File: src/rtl/velocity_cell_streamer.sv
// Purpose: reads the particle count at address 0 of a velocity cell RAM, then streams records 1..N out.
// Latency: first out_valid 2*RD_LAT+2 cycles after start; 1 record/cycle while out_ready stays high.
// Backpressure: RAM reads are credit-limited to the free space of a RD_LAT+1 deep output FIFO.
module velocity_cell_streamer #(
  parameter int DATA_WIDTH   = 96,
  parameter int PARTICLE_NUM = 220,
  parameter int ADDR_WIDTH   = 8,
  parameter int RD_LAT       = 1
) (
  input  logic                  i_clk,
  input  logic                  i_rst,
  input  logic                  i_start,
  output logic                  o_busy,
  output logic                  o_done,
  output logic                  o_count_err,
  output logic [ADDR_WIDTH-1:0] o_mem_address,
  output logic                  o_mem_rden,
  output logic                  o_mem_wren,
  input  logic [DATA_WIDTH-1:0] i_mem_q,
  output logic                  o_out_valid,
  input  logic                  i_out_ready,
  output logic [DATA_WIDTH-1:0] o_out_data,
  output logic [ADDR_WIDTH-1:0] o_out_pid,
  output logic                  o_out_last
);

  localparam int DEPTH = RD_LAT + 1;
  // Count width with headroom for fifo_count + outstanding.
  localparam int CW = $clog2(DEPTH + 1) + 1;
  localparam int PW = (DEPTH > 1) ? $clog2(DEPTH) : 1;
  localparam logic [ADDR_WIDTH-1:0] MAX_N = ADDR_WIDTH'(PARTICLE_NUM - 1);

  typedef enum logic [2:0] {
    S_IDLE, S_RD_CNT, S_WAIT_CNT, S_STREAM, S_DRAIN, S_FINISH
  } state_t;

  state_t                r_state;
  logic                  r_busy;
  logic                  r_done;
  logic                  r_count_err;
  logic [ADDR_WIDTH-1:0] r_n;
  logic [ADDR_WIDTH-1:0] r_rd_addr;
  logic [ADDR_WIDTH-1:0] r_mem_address;
  logic [1:0]            r_wait;

  // Read-return pipeline: one stage per cycle of RAM latency, record reads only.
  logic                  r_pv    [RD_LAT];
  logic [ADDR_WIDTH-1:0] r_ppid  [RD_LAT];
  logic                  r_plast [RD_LAT];

  // Output FIFO storage.
  logic [DATA_WIDTH-1:0] r_f_data [DEPTH];
  logic [ADDR_WIDTH-1:0] r_f_pid  [DEPTH];
  logic                  r_f_last [DEPTH];
  logic [PW-1:0]         r_wp;
  logic [PW-1:0]         r_rp;
  logic [CW-1:0]         r_fcnt;

  logic [CW-1:0]         w_outst;
  logic [CW-1:0]         w_used;
  logic                  w_fvld;
  logic                  w_pop;
  logic                  w_push;
  logic                  w_rec_rd;
  logic                  w_cnt_rd;
  logic [ADDR_WIDTH-1:0] w_cnt_raw;

  // Number of record reads issued whose data has not yet been written into the FIFO.
  always_comb begin
    w_outst = '0;
    for (int i = 0; i < RD_LAT; i++) begin
      w_outst = w_outst + {{(CW-1){1'b0}}, r_pv[i]};
    end
  end

  assign w_fvld    = (r_fcnt != '0);
  assign w_pop     = w_fvld & i_out_ready;
  assign w_push    = r_pv[RD_LAT-1];
  // The slot freed by this cycle's pop is counted as a credit, which keeps 1 record/cycle.
  assign w_used    = r_fcnt + w_outst - {{(CW-1){1'b0}}, w_pop};
  assign w_rec_rd  = (r_state == S_STREAM) && (w_used < CW'(DEPTH));
  assign w_cnt_rd  = (r_state == S_RD_CNT);
  assign w_cnt_raw = i_mem_q[ADDR_WIDTH-1:0];

  assign o_mem_rden    = w_rec_rd | w_cnt_rd;
  assign o_mem_address = w_cnt_rd ? '0 : (w_rec_rd ? r_rd_addr : r_mem_address);
  assign o_mem_wren    = 1'b0;

  assign o_busy      = r_busy;
  assign o_done      = r_done;
  assign o_count_err = r_count_err;
  assign o_out_valid = w_fvld;
  assign o_out_data  = r_f_data[r_rp];
  assign o_out_pid   = r_f_pid[r_rp];
  assign o_out_last  = r_f_last[r_rp];

  // Control FSM: count fetch, credit-limited streaming, drain, done pulse.
  always_ff @(posedge i_clk) begin
    if (i_rst) begin
      r_state     <= S_IDLE;
      r_busy      <= 1'b0;
      r_done      <= 1'b0;
      r_count_err <= 1'b0;
      r_n         <= '0;
      r_rd_addr   <= '0;
      r_wait      <= '0;
    end else begin
      r_done <= 1'b0;
      case (r_state)
        S_IDLE: begin
          if (i_start) begin
            r_state     <= S_RD_CNT;
            r_busy      <= 1'b1;
            r_count_err <= 1'b0;
          end
        end
        S_RD_CNT: begin
          r_state <= S_WAIT_CNT;
          r_wait  <= '0;
        end
        S_WAIT_CNT: begin
          if (r_wait == 2'(RD_LAT - 1)) begin
            if (w_cnt_raw > MAX_N) begin
              r_n         <= MAX_N;
              r_count_err <= 1'b1;
            end else begin
              r_n <= w_cnt_raw;
            end
            if (w_cnt_raw == '0) begin
              r_state <= S_FINISH;
              r_done  <= 1'b1;
              r_busy  <= 1'b0;
            end else begin
              r_state   <= S_STREAM;
              r_rd_addr <= ADDR_WIDTH'(1);
            end
          end else begin
            r_wait <= r_wait + 2'd1;
          end
        end
        S_STREAM: begin
          if (w_rec_rd) begin
            r_rd_addr <= r_rd_addr + ADDR_WIDTH'(1);
            if (r_rd_addr == r_n) r_state <= S_DRAIN;
          end
        end
        S_DRAIN: begin
          if (!w_fvld && (w_outst == '0)) begin
            r_state <= S_FINISH;
            r_done  <= 1'b1;
            r_busy  <= 1'b0;
          end
        end
        S_FINISH: r_state <= S_IDLE;
        default:  r_state <= S_IDLE;
      endcase
    end
  end

  // Read-return tracking, output FIFO and held RAM address.
  always_ff @(posedge i_clk) begin
    if (i_rst) begin
      r_mem_address <= '0;
      r_wp          <= '0;
      r_rp          <= '0;
      r_fcnt        <= '0;
      for (int i = 0; i < RD_LAT; i++) begin
        r_pv[i]    <= 1'b0;
        r_ppid[i]  <= '0;
        r_plast[i] <= 1'b0;
      end
      for (int i = 0; i < DEPTH; i++) begin
        r_f_data[i] <= '0;
        r_f_pid[i]  <= '0;
        r_f_last[i] <= 1'b0;
      end
    end else begin
      r_mem_address <= o_mem_address;
      r_pv[0]       <= w_rec_rd;
      r_ppid[0]     <= r_rd_addr;
      r_plast[0]    <= (r_rd_addr == r_n);
      for (int i = 1; i < RD_LAT; i++) begin
        r_pv[i]    <= r_pv[i-1];
        r_ppid[i]  <= r_ppid[i-1];
        r_plast[i] <= r_plast[i-1];
      end
      if (w_push) begin
        r_f_data[r_wp] <= i_mem_q;
        r_f_pid[r_wp]  <= r_ppid[RD_LAT-1];
        r_f_last[r_wp] <= r_plast[RD_LAT-1];
        r_wp <= (r_wp == PW'(DEPTH - 1)) ? '0 : r_wp + PW'(1);
      end
      if (w_pop) begin
        r_rp <= (r_rp == PW'(DEPTH - 1)) ? '0 : r_rp + PW'(1);
      end
      r_fcnt <= r_fcnt + {{(CW-1){1'b0}}, w_push} - {{(CW-1){1'b0}}, w_pop};
    end
  end

  // The credit rule must keep the FIFO from ever being pushed while full.
  a_no_overflow: assert property (@(posedge i_clk) disable iff (i_rst)
    !(w_push && !w_pop && (r_fcnt == CW'(DEPTH))));

endmodule

File: config.mk
export PLATFORM = sky130hd
export DESIGN_NAME = velocity_cell_streamer
export DESIGN_NICKNAME = d
export VERILOG_FILES = /design/src/rtl/velocity_cell_streamer.sv
export SDC_FILE = /design/constraint.sdc
export NUM_CORES = 1
export LEC_CHECK = 0
export CORE_ASPECT_RATIO = 1.2
export CORE_MARGIN = 3
export CORE_UTILIZATION = 41
export CTS_CLUSTER_DIAMETER = 120
export CTS_CLUSTER_SIZE = 40
export DETAILED_ROUTE_END_ITERATION = 6
export GPL_TIMING_DRIVEN = 0
export PLACE_DENSITY_LB_ADDON = 0.08
export SYNTH_ARGS = -nofsm -noshare
export SYNTH_HDL_FRONTEND = slang
export SYNTH_SLANG_ARGS = --single-unit
File: constraint.sdc
create_clock -name i_clk -period 10.25 [get_ports i_clk]
set_input_delay 2.05 -clock i_clk [delete_from_list [all_inputs] [get_ports i_clk]]
set_output_delay 2.05 -clock i_clk [all_outputs]
set_load 0.02 [all_outputs]
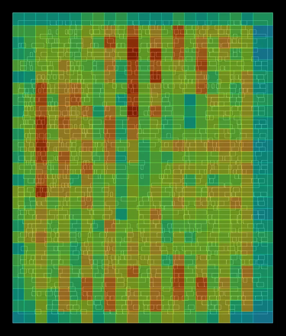
**Above:** run 1 (congestion heat map).
met2 capacity usage during global routing: 0.301
GRT busiest layer: met2
total routing usage reported by global routing: 0.168
met3 demand-to-capacity share in global routing: 0.0199
final core utilization: 0.538

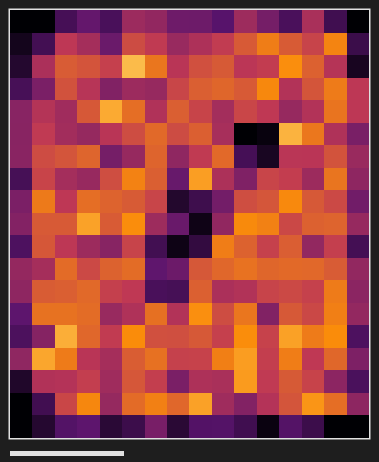
**Above:** run 1 (local utilization).
The bar under the picture is 50 µm long. 16 x 19 tiles, from black (low) to pale yellow (high), 0 to 100% covered.
The mean over all tiles is 47%. 5.3% of the tiles are over 75% full. 2.6% of the tiles are nearly empty. The fullest tile reaches 85%.

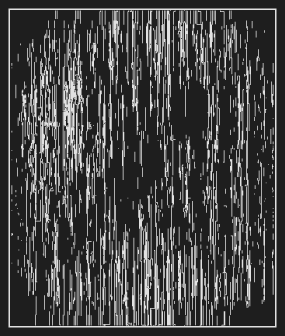
**Above:** run 1 (met2 routing).
The layer holds 52% of the routed length. 1027 nets have wire on it. The layer carries 13300 µm of wire. The wires run mostly vertical.

==> summary.txt, run 1 <==
Implementation results are summarized by area below.

Status
The run finished with clean final reports.

Yosys
Sorting the synthesized cells by area gives the leading types as sky130_fd_sc_hd__edfxtp_1, sky130_fd_sc_hd__and2_1, sky130_fd_sc_hd__mux2_2. In the synthesized netlist, the number of instances is a little over 800. The synthesized design contains between 200 and 300 register bits. The leading register cell type out of synthesis is sky130_fd_sc_hd__edfxtp_1.

The netlist area before placement is 11200 µm². The cell count in the Yosys report is between 800 and 900. The average cell area after synthesis is between 10 and 15 µm². The tally of unique sky130hd cells used after synthesis is between 50 and 60.

The biggest area contributor in the post-synthesis netlist is sky130_fd_sc_hd__edfxtp_1. The area reported by Yosys stat is around 11000 µm². The number of nets handed over by synthesis was between 900 and 1k. The share of the Yosys chip area taken by registers is 0.649. The synthesis log from Yosys contains 0 warnings. In this run, synthesis inferred 210 flip-flops with an integrated enable.

The fraction of post-synthesis cell area in the top cell type by area is 0.563. The synthesis report gives the async set-or-reset register share as 0.

Floorplanning
The floorplan step records an initial core utilization of 0.421. The flow inserted roughly 340 tap cells. After floorplanning, the die was sized to cover roughly 29000 µm².

From bottom edge to top edge, the die measures 187 µm. The core region is 26600 µm². The floorplan has ~65 rows. Measured along the x axis, the die boundary spans about 160 µm. about 220 I/O pins were placed.

Final layout
The number of diodes is 1. The most frequently placed logic cell in the final layout is sky130_fd_sc_hd__clkdlybuf4s50_1. By instance count after routing, the leading logic cell types are sky130_fd_sc_hd__clkdlybuf4s50_1, sky130_fd_sc_hd__and2_1, sky130_fd_sc_hd__edfxtp_1. The number of fill cells is around 2.3k. The number of multi-input combinational cells in the layout is ~500. The most area-hungry cell class in the final design is registers. In the final layout, the multi-input gates occupy roughly 3700 µm². Sequential cells placed in the final layout were counted as 258. Per the layout area report, the sequential fraction of cell area is 0.508.

Of all the cell area in the finished design, non-clock buffers hold 0.179. The plain and repair buffers instantiated in the layout total around 280. Per the final layout report, the fraction of cells sized above drive strength 1 comes to 0.141. According to the finish report, the design has a final net count of between 1k and 1.5k.

Between the synthesized netlist and the finished layout, the area growth was recorded as 27.8%. The total area of sequential cells is approximately 7300 µm². The number of signal-net inverters in the final layout is 10.

The clock buffers instantiated in the layout total 15. The fraction of cell area in multi-input combinational cells is reported as 0.258. Per the final report, the share of cell area in clock cells is 0.0224.

Critical path
The timing report notes that buffer and inverter cells on the critical path total 6. The maximum fanout along the worst path is 10. The launch point of the critical path was reported as i_out_ready.

The worst setup path is launched from a primary input. The arrival time at the worst endpoint is 5.24 ns. The cell sequence reported for the critical path is clkdlybuf4s50_1 -> and2_1 -> ha_1 -> inv_1 -> ha_1 -> inv_1 -> fa_1 -> nand4_4 -> buf_6 -> buf_4 -> mux2i_1 -> nor2_1 -> clkdlybuf4s50_1. The master of the slowest instance on the critical path is sky130_fd_sc_hd__fa_1. At the worst endpoint, the required time is approximately 8.2 ns.

The startpoint identified for the worst register-to-register timing path is r_fcnt[1]$_SDFF_PP0_. The critical path in this run is classified as primary input to output pin. The largest incremental delay on the critical path is ~0.65 ns. The endpoint kind of the worst setup timing path is an output pin. The cell class contributing the biggest share of worst-path delay is buffers and inverters.

Detailed routing
The script logs the mean routed wire length per placed instance as about 18 µm. The violation tally recorded at the end of detailed-routing iteration 0 is just over 300. The DRC violation total left in the routed layout is recorded as 0. The mean number of vias per cell is approximately 5.0. The overall routed net length is about 25000 µm. The total vias in the final route is slightly below 7k. The count of nets left with antenna violations once routing finished came out at 0. The pre-antenna-repair detailed-routing pass consisted of 5 iterations.

Power and ir drop
The power after layout is between 2 and 3 mW. The analysis attributes to cell leakage a power of 5.33 nW. The analysis reports a worst IR drop on VDD of roughly 0.00014 V. The portion of total power attributed to sequential cells is 0.455.

The share of total power in combinational logic is 0.352. The clock network power share is 0.193. The net switching power is ~840 µW. The design internal power is roughly 1.9 mW. The combinational-cell power consumption is ~950 µW.

The power of the sequential group is approximately 1.2 mW. Of the total power, the share spent switching nets is 0.310. The power density relative to cell area is around 190 nW/µm². The heaviest power group is registers. The power in the clock group is ~520 µW.

Final timing
Static timing analysis puts the maximum clock frequency at 137 MHz. The number of failing setup endpoints in the final timing report is 0. The hold violation total from the final report is 0.

Across all setup checks in the final design, the least slack found is 2.96 ns. The clock period minus final worst setup slack is around 7.3 ns. The final critical-path share of the clock period is 0.711.

Setup repair after global routing left no endpoint under its margin. The final number of max-transition violations is 0. The worst-case max-slew headroom was logged as 0.268. Looking at the max-slew report, the worst-margin pin has a slew of 1.09 ns. For the final database, setup skew stands at 0.0277 ns.

CTS
The buffer levels on the longest clock path is 3. The number of H-tree levels is 1. The clock insertion delay at the later pin of the skew report is roughly 0.49 ns.

The post-cts gate resize count is 0. CTS saw around 260 sinks. The CTS tree is yes. The clock-pin slew of the registers on the worst-case setup and hold paths is ~0.15 ns.

The number of buffers inserted by post-CTS setup repair is 0. The cell at the root of the clock tree is sky130_fd_sc_hd__clkbuf_16. The number of clock buffers inserted by TritonCTS is 10. In this run, post-CTS hold repair placed 0 buffers.

Placement
The number of I/O port buffers is approximately 220. Setup slack on the worst path after placement came out at just under 3 ns. The sum of net half-perimeters after detailed placement is ~18000 µm. The placement summary gives the final routability congestion estimate as 0.847.

Flow run
The OpenROAD warning count is 26. The report counts max-capacitance violations totalling 0.

GRT
The first-pass GRT wire length is 39100 µm. The number of antenna violations at the first check in global routing is 0. The via count of the first global-routing pass is 7116. The sum of overflow across all layers after global routing is 0. The largest net degree at the start of global routing is between 40 and 50.

Min path
The startpoint of the worst hold path is o_busy$_SDFFE_PP0P_. The kind of path behind the tightest hold check is flip-flop to flip-flop.
## run 1: state kept, by name, indices dropped and copies added, names as in the netlist, 2 cells and up, named ones only
signal,flops
r_fcnt,3
r_f_pid,16
r_rd_addr,8
r_wait,2
r_state,3
r_f_last,2
r_n,8
r_mem_address,8
r_ppid,8
r_f_data,192
## run 1: cell usage after synthesis, types with 2 or more instances
cell	count
sky130_fd_sc_hd__mux2_2	106
sky130_fd_sc_hd__and3_1	3
sky130_fd_sc_hd__dfxtp_1	48
sky130_fd_sc_hd__xnor2_1	2
sky130_fd_sc_hd__nand3_1	10
sky130_fd_sc_hd__buf_2	9
sky130_fd_sc_hd__nor2_1	31
sky130_fd_sc_hd__inv_1	9
sky130_fd_sc_hd__o21ai_0	11
sky130_fd_sc_hd__nor4_1	2
sky130_fd_sc_hd__o211ai_1	6
sky130_fd_sc_hd__mux2i_1	7
sky130_fd_sc_hd__a22oi_1	2
sky130_fd_sc_hd__nand3b_1	3
sky130_fd_sc_hd__nand4_1	4
sky130_fd_sc_hd__nor2b_1	12
sky130_fd_sc_hd__buf_4	2
sky130_fd_sc_hd__clkbuf_1	38
sky130_fd_sc_hd__ha_1	4
sky130_fd_sc_hd__and2_1	214
sky130_fd_sc_hd__or2_2	2
sky130_fd_sc_hd__edfxtp_1	210
sky130_fd_sc_hd__a31oi_1	7
sky130_fd_sc_hd__nor3_1	8
sky130_fd_sc_hd__xor2_1	8
sky130_fd_sc_hd__or4_1	5
sky130_fd_sc_hd__a21oi_1	8
sky130_fd_sc_hd__or3b_1	2
sky130_fd_sc_hd__nand2_1	13
sky130_fd_sc_hd__nand2b_1	4
sky130_fd_sc_hd__nor3b_1	3
## run 1: routing by layer
layer / track usage / vias to the layer above / part of all wire
met5: 0 / - / 0
met4: 0.0249 / 0 / 0.0098
met3: 0.0199 / 17 / 0.042
met2: 0.301 / 150 / 0.52
met1: 0.222 / 3407 / 0.42
li1: - / 3347 / -
## run 1: metrics by stage
| stage | util | area (µm²) | instances | hold WS (ns) | TNS [ns] |
|---|---|---|---|---|---|
| floorplan | - | 11200 | 815 | 0.443 | 0 |
| global placement | 0.518 | 13800 | 1367 | 0.457 | -739.75 |
| detailed placement | 0.526 | 14000 | 1375 | 0.455 | 0 |
| CTS | 0.538 | 14300 | 1391 | 0.478 | 0 |
| global route | 0.538 | 14300 | 1391 | 0.502 | 0 |
| finish | 0.538 | 14300 | 1392 | 0.473 | 0 |
## run 1: logic make-up (layout without fill, tap and decap cells)
family                     Yosys count  in the layout  synth area share
muxes                              113            113             0.113
xor gates and xnor gates            11             11           0.00995
DFF                                258            258             0.649
buffers and inverters               61            302            0.0228
and+or+nand+nor                    320            320             0.171
AOI/OAI and AO/OA                   46             46            0.0279
other                                1              2          0.000335
adders and majority gates            5              5           0.00626
## run 1: path summary, 6_finish.rpt
path                                to  depth (start not counted)  slack [ns]
max reg2reg  r_rd_addr[4]$_SDFFE_PP0P_                         11        7.04
min                o_busy$_SDFFE_PP0P_                          2        0.47
min reg2reg        o_busy$_SDFFE_PP0P_                          2        0.47
max                   o_mem_address[6]                         13        2.96
## Run 2: what changed since run 1
==> constraint.sdc (replaced) <==
create_clock -name i_clk -period 6.8 [get_ports i_clk]
set_input_delay 1.36 -clock i_clk [delete_from_list [all_inputs] [get_ports i_clk]]
set_output_delay 1.36 -clock i_clk [all_outputs]
set_load 0.02 [all_outputs]
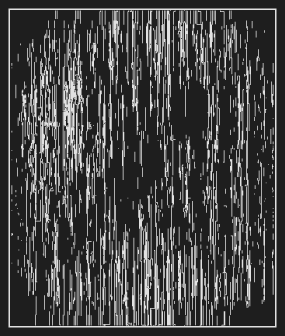
**Above:** run 2 (met2 routing).
The layer carries 13300 µm of wire. 1027 nets have wire on it. The layer holds 52% of the routed length.

==> run 2 against run 1 <==
  * Count of clock-buffer cells in the layout unchanged
  * Flip-flop count unchanged
  * Final area did not move
  * Critical endpoint unchanged
  * Critical path type unchanged
  * Largest cell class unchanged
==> summary.txt, run 2 <==
Implementation results are summarized by area below.

GRT
The via count of the first global-routing pass is 7116 (unchanged). The met1 usage in global routing is 0.222 (unchanged). The first-pass GRT wire length is 39100 µm (unchanged). The number of antenna violations at the first check in global routing is 0 (unchanged). The met3 track demand over resource is 0.0199 (unchanged). The most used routing layer in global routing is met2 (unchanged). The total routing resource utilization after global routing is 0.168 (unchanged).

The sum of overflow across all layers after global routing was 0 (unchanged). The largest net degree at the start of global routing came to 42 (unchanged). The routing usage on met2 is 0.301 (unchanged).

Detailed routing
The detailed-routing iteration count for the pre-antenna-repair pass is 5 (unchanged). The mean number of vias per cell was 4.97 (unchanged). The wire length per cell after detailed routing is 18.2 µm (unchanged). The total vias in the final route is 6921 (unchanged). The number of nets with antenna violations after detailed routing was 0 (unchanged).

The detailed router's first-iteration violation count is 302 (unchanged). The overall routed net length came to 25300 µm (unchanged). The detailed-route DRC error count came to 0 (unchanged).

Power and ir drop
The power density relative to cell area was 286 nW/µm² (was 189 nW/µm²). The power after layout came to 4.09 mW (was 2.71 mW). The worst vdd rail ir drop is 0.000205 V (was 0.000136 V). The reported leakage power came to 5.33 nW (unchanged).

Critical path
The cell class contributing the biggest share of worst-path delay is buffers and inverters (unchanged). The endpoint kind of the worst setup timing path is an output pin (unchanged). The category of the most critical setup path is primary input to output pin (unchanged).

The arrival time at the worst endpoint came to 4.55 ns (was 5.24 ns). The number of cells on the worst reg-to-reg path is 11 (unchanged). The destination of the worst register-to-register timing path is r_rd_addr[4]$_SDFFE_PP0P_ (unchanged).

The maximum fanout along the worst path is 10 (unchanged). The startpoint of the worst register-to-register path is r_fcnt[1]$_SDFF_PP0_ (unchanged). The largest incremental delay on the critical path is 0.65 ns (about the same). The required time of the critical path came to 5.44 ns (was 8.20 ns). Cell Chain, Critical Path: clkdlybuf4s50_1 -> and2_1 -> ha_1 -> inv_1 -> ha_1 -> inv_1 -> fa_1 -> nand4_4 -> buf_6 -> buf_4 -> mux2i_1 -> nor2_1 -> clkdlybuf4s50_1 (unchanged). The master of the slowest instance on the critical path is sky130_fd_sc_hd__fa_1 (unchanged). The slack of the worst reg-to-reg path is 3.59 ns (was 7.04 ns). The kind of start point of the critical path is a primary input (unchanged). The sum of buffers and inverters on the critical path was 6 (unchanged).

Yosys
The library cell with the largest summed area after synthesis is sky130_fd_sc_hd__edfxtp_1 (unchanged). The netlist area before placement is 11200 µm² (unchanged). The number of storage elements in the synthesis netlist is 258 (unchanged). Leading cell types by count after synthesis: sky130_fd_sc_hd__and2_1, sky130_fd_sc_hd__edfxtp_1, sky130_fd_sc_hd__mux2_2 (unchanged). Leading post-synthesis cells by cell area: sky130_fd_sc_hd__edfxtp_1, sky130_fd_sc_hd__and2_1, sky130_fd_sc_hd__mux2_2 (unchanged). The average cell area after synthesis is 13.7 µm² (unchanged). The area reported by Yosys stat is 11200 µm² (unchanged). The register area share after synthesis is 0.649 (unchanged). The proportion of synthesized flip-flops having asynchronous set or reset is 0 (unchanged).

The cell count in the Yosys report was 815 (unchanged). The number of enable flip-flop cells is 210 (unchanged). The tally of unique sky130hd cells used after synthesis is 53 (unchanged). The synthesized netlist cell count came to 815 (unchanged). The leading register cell type out of synthesis is sky130_fd_sc_hd__edfxtp_1 (unchanged). The number of warning messages in the yosys log is 0 (unchanged). The net count after synthesis is 920 (unchanged).

The most popular library cell in the synthesized design by count is sky130_fd_sc_hd__and2_1 (unchanged). The fraction of post-synthesis cell area in the top cell type by area is 0.563 (unchanged).

Floorplanning
The vertical extent of the die is 187 µm (unchanged). The core utilization before placement is 0.421 (unchanged). The floorplan row count is 65 (unchanged). The core footprint is 26600 µm² (unchanged). The floorplan die width is 157 µm (unchanged). The number of I/O pins came to 219 (unchanged). The area of the die is 29300 µm² (unchanged).

Placement
The area of placed instances is 14000 µm² (unchanged). The sum of net half-perimeters after detailed placement is 18000 µm (unchanged). The number of I/O port buffers is 217 (unchanged). The number of placed instances, taps included is 1375 (unchanged).

The routability congestion estimate from global placement is 0.847 (unchanged).

Final timing
The actual transition at the worst max-transition pin is 1.09 ns (unchanged). The relative slew slack is 0.268 (unchanged). The maximum clock rate is approximately 170 MHz. The number of failing setup endpoints in the final timing report is 0 (unchanged).

Of the available clock period, the critical path in the final layout requires 0.869. For the finished layout, the period the worst path requires is roughly 5.9 ns. RSZ-0062 raised after global routing: no (unchanged). The final number of max-transition violations is 0 (unchanged). The accumulated negative setup slack was 0 ns (unchanged). The worst clock skew is 0.0277 ns (unchanged). The hold violation total from the final report was 0 (unchanged).

CTS
The cell at the root of the clock tree is sky130_fd_sc_hd__clkbuf_16 (unchanged). The buffer levels on the longest clock path is 3 (unchanged). The number of clock buffers inserted by TritonCTS is 10 (unchanged).

The clock sink count is 258 (unchanged). The CTS tree was yes (unchanged). The count of hold-fix buffers inserted at cts is 0 (unchanged). The number of buffers inserted by post-CTS setup repair is 0 (unchanged). The number of H-tree levels is 1 (unchanged). The clock-pin slew of the registers on the worst-case setup and hold paths came to 0.15 ns (about the same). The post-cts gate resize count is 0 (unchanged).

The clock insertion delay at the later pin of the skew report is 0.49 ns (about the same).

Final layout
The number of flip-flops under the largest register name is 192 (unchanged). Commonest non-fill, non-tap cells in the layout: sky130_fd_sc_hd__clkdlybuf4s50_1, sky130_fd_sc_hd__and2_1, sky130_fd_sc_hd__edfxtp_1 (unchanged). The most frequently placed logic cell in the final layout is sky130_fd_sc_hd__clkdlybuf4s50_1 (unchanged). The non-filler instance count after layout is 1392 (unchanged). The layout overhead on the synthesized area is 27.8% (unchanged). The post-layout instance area is 14300 µm² (unchanged). The largest register by flop count is r_f_data (unchanged). The total number of nets in the final design was 1157 (unchanged).

The total area of sequential cells is 7270 µm² (unchanged). The share of cells above drive strength 1 came to 0.141 (unchanged). The number of fill cells is 2324 (unchanged). The multi-input logic area was 3690 µm² (unchanged). Biggest registers after layout: r_f_data: 192 flops, r_f_pid: 16 flops (unchanged).

Flow run
The max-capacitance violation count is 0 (unchanged). The OpenROAD warning count is 27 (was 26).

Status
Run status: finished, final reports clean (unchanged).

Min path
The kind of path behind the tightest hold check is flip-flop to flip-flop (unchanged). The startpoint of the worst hold path is o_busy$_SDFFE_PP0P_ (unchanged). The cell count of the worst hold path was 2 (unchanged).

The capture endpoint of the worst hold path is o_busy$_SDFFE_PP0P_ (unchanged).
-- run 2: cell counts after synthesis --
No cell type changed its count.
-- run 2: kinds of logic (layout without fill, tap and decap cells) --
kind of cell,Yosys count,count (layout),share of synthesized area
compound gates,46,46,0.0279
xor+xnor,11,11,0.00995
other cells,1,2,0.000335
fa+ha+maj,5,5,0.00626
mux,113,113,0.113
simple gates,320,320,0.171
buf+inv,61,302,0.0228
flops,258,258,0.649
-- run 2: per-layer routing --
layer	vias to the layer above	wire, µm	share of wire
li1	3347	-	-
met3	17	1070	0.042
met4	0	248	0.0098
met5	-	0	0
met1	3407	10700	0.42
met2	150	13300	0.52
-- run 2: report_power, final --
part,switching [mW],internal [mW],total [mW],leakage (nW)
registers,0.0440,1.82,1.86,2.56
clock network,0.478,0.311,0.789,0.152
logic,0.747,0.690,1.44,2.62
-- run 2: tightest hold or removal path: stages, from the launching register on --
cell and delay, ns:
sky130_fd_sc_hd__dfxtp_1 0.34, sky130_fd_sc_hd__nand2_1 0.05, sky130_fd_sc_hd__o22ai_1 0.05
-- run 2: worst max-delay path by stage --
| stage | start | to | slack, ns | cells after the start |
|---|---|---|---|---|
| 4_1_cts | i_out_ready | o_mem_address[6] | 0.87 | 14 |
| 5_1_grt | i_out_ready | o_mem_address[6] | 0.70 | 14 |
| 3_5_place_dp | i_out_ready | o_mem_address[6] | 0.87 | 14 |
| 3_3_place_gp | r_pv[0]$_SDFF_PP0_ | r_f_data[0][52]$_SDFFCE_PN0P_ | -7.15 | 2 |
| 2_1_floorplan | r_pv[0]$_SDFF_PP0_ | r_f_data[0][0]$_SDFFCE_PN0P_ | -1.69 | 2 |
| 6_report | i_out_ready | o_mem_address[6] | 0.89 | 13 |
-- run 2: area by class of cell --
cell class,instances,share of cell area
sequential,258,0.508
multi-input combinational,496,0.258
timing repair buffer,225,0.164
tap,335,0.0293
clock buffer,15,0.0203
buffer,51,0.0152
inverter,10,0.00262
clock inverter,1,0.00210
antenna,1,0.000175
-- run 2: metrics by stage --
stage / hold slack [ns] / utilization / setup slack, ns
2_1_floorplan: 0.443 / - / -1.69
4_1_cts: 0.478 / 0.538 / 0.869
5_1_grt: 0.502 / 0.538 / 0.696
3_3_place_gp: 0.457 / 0.518 / -7.15
3_5_place_dp: 0.455 / 0.526 / 0.871
6_report: 0.473 / 0.538 / 0.891
Power is estimated from default activity; no workload was simulated.
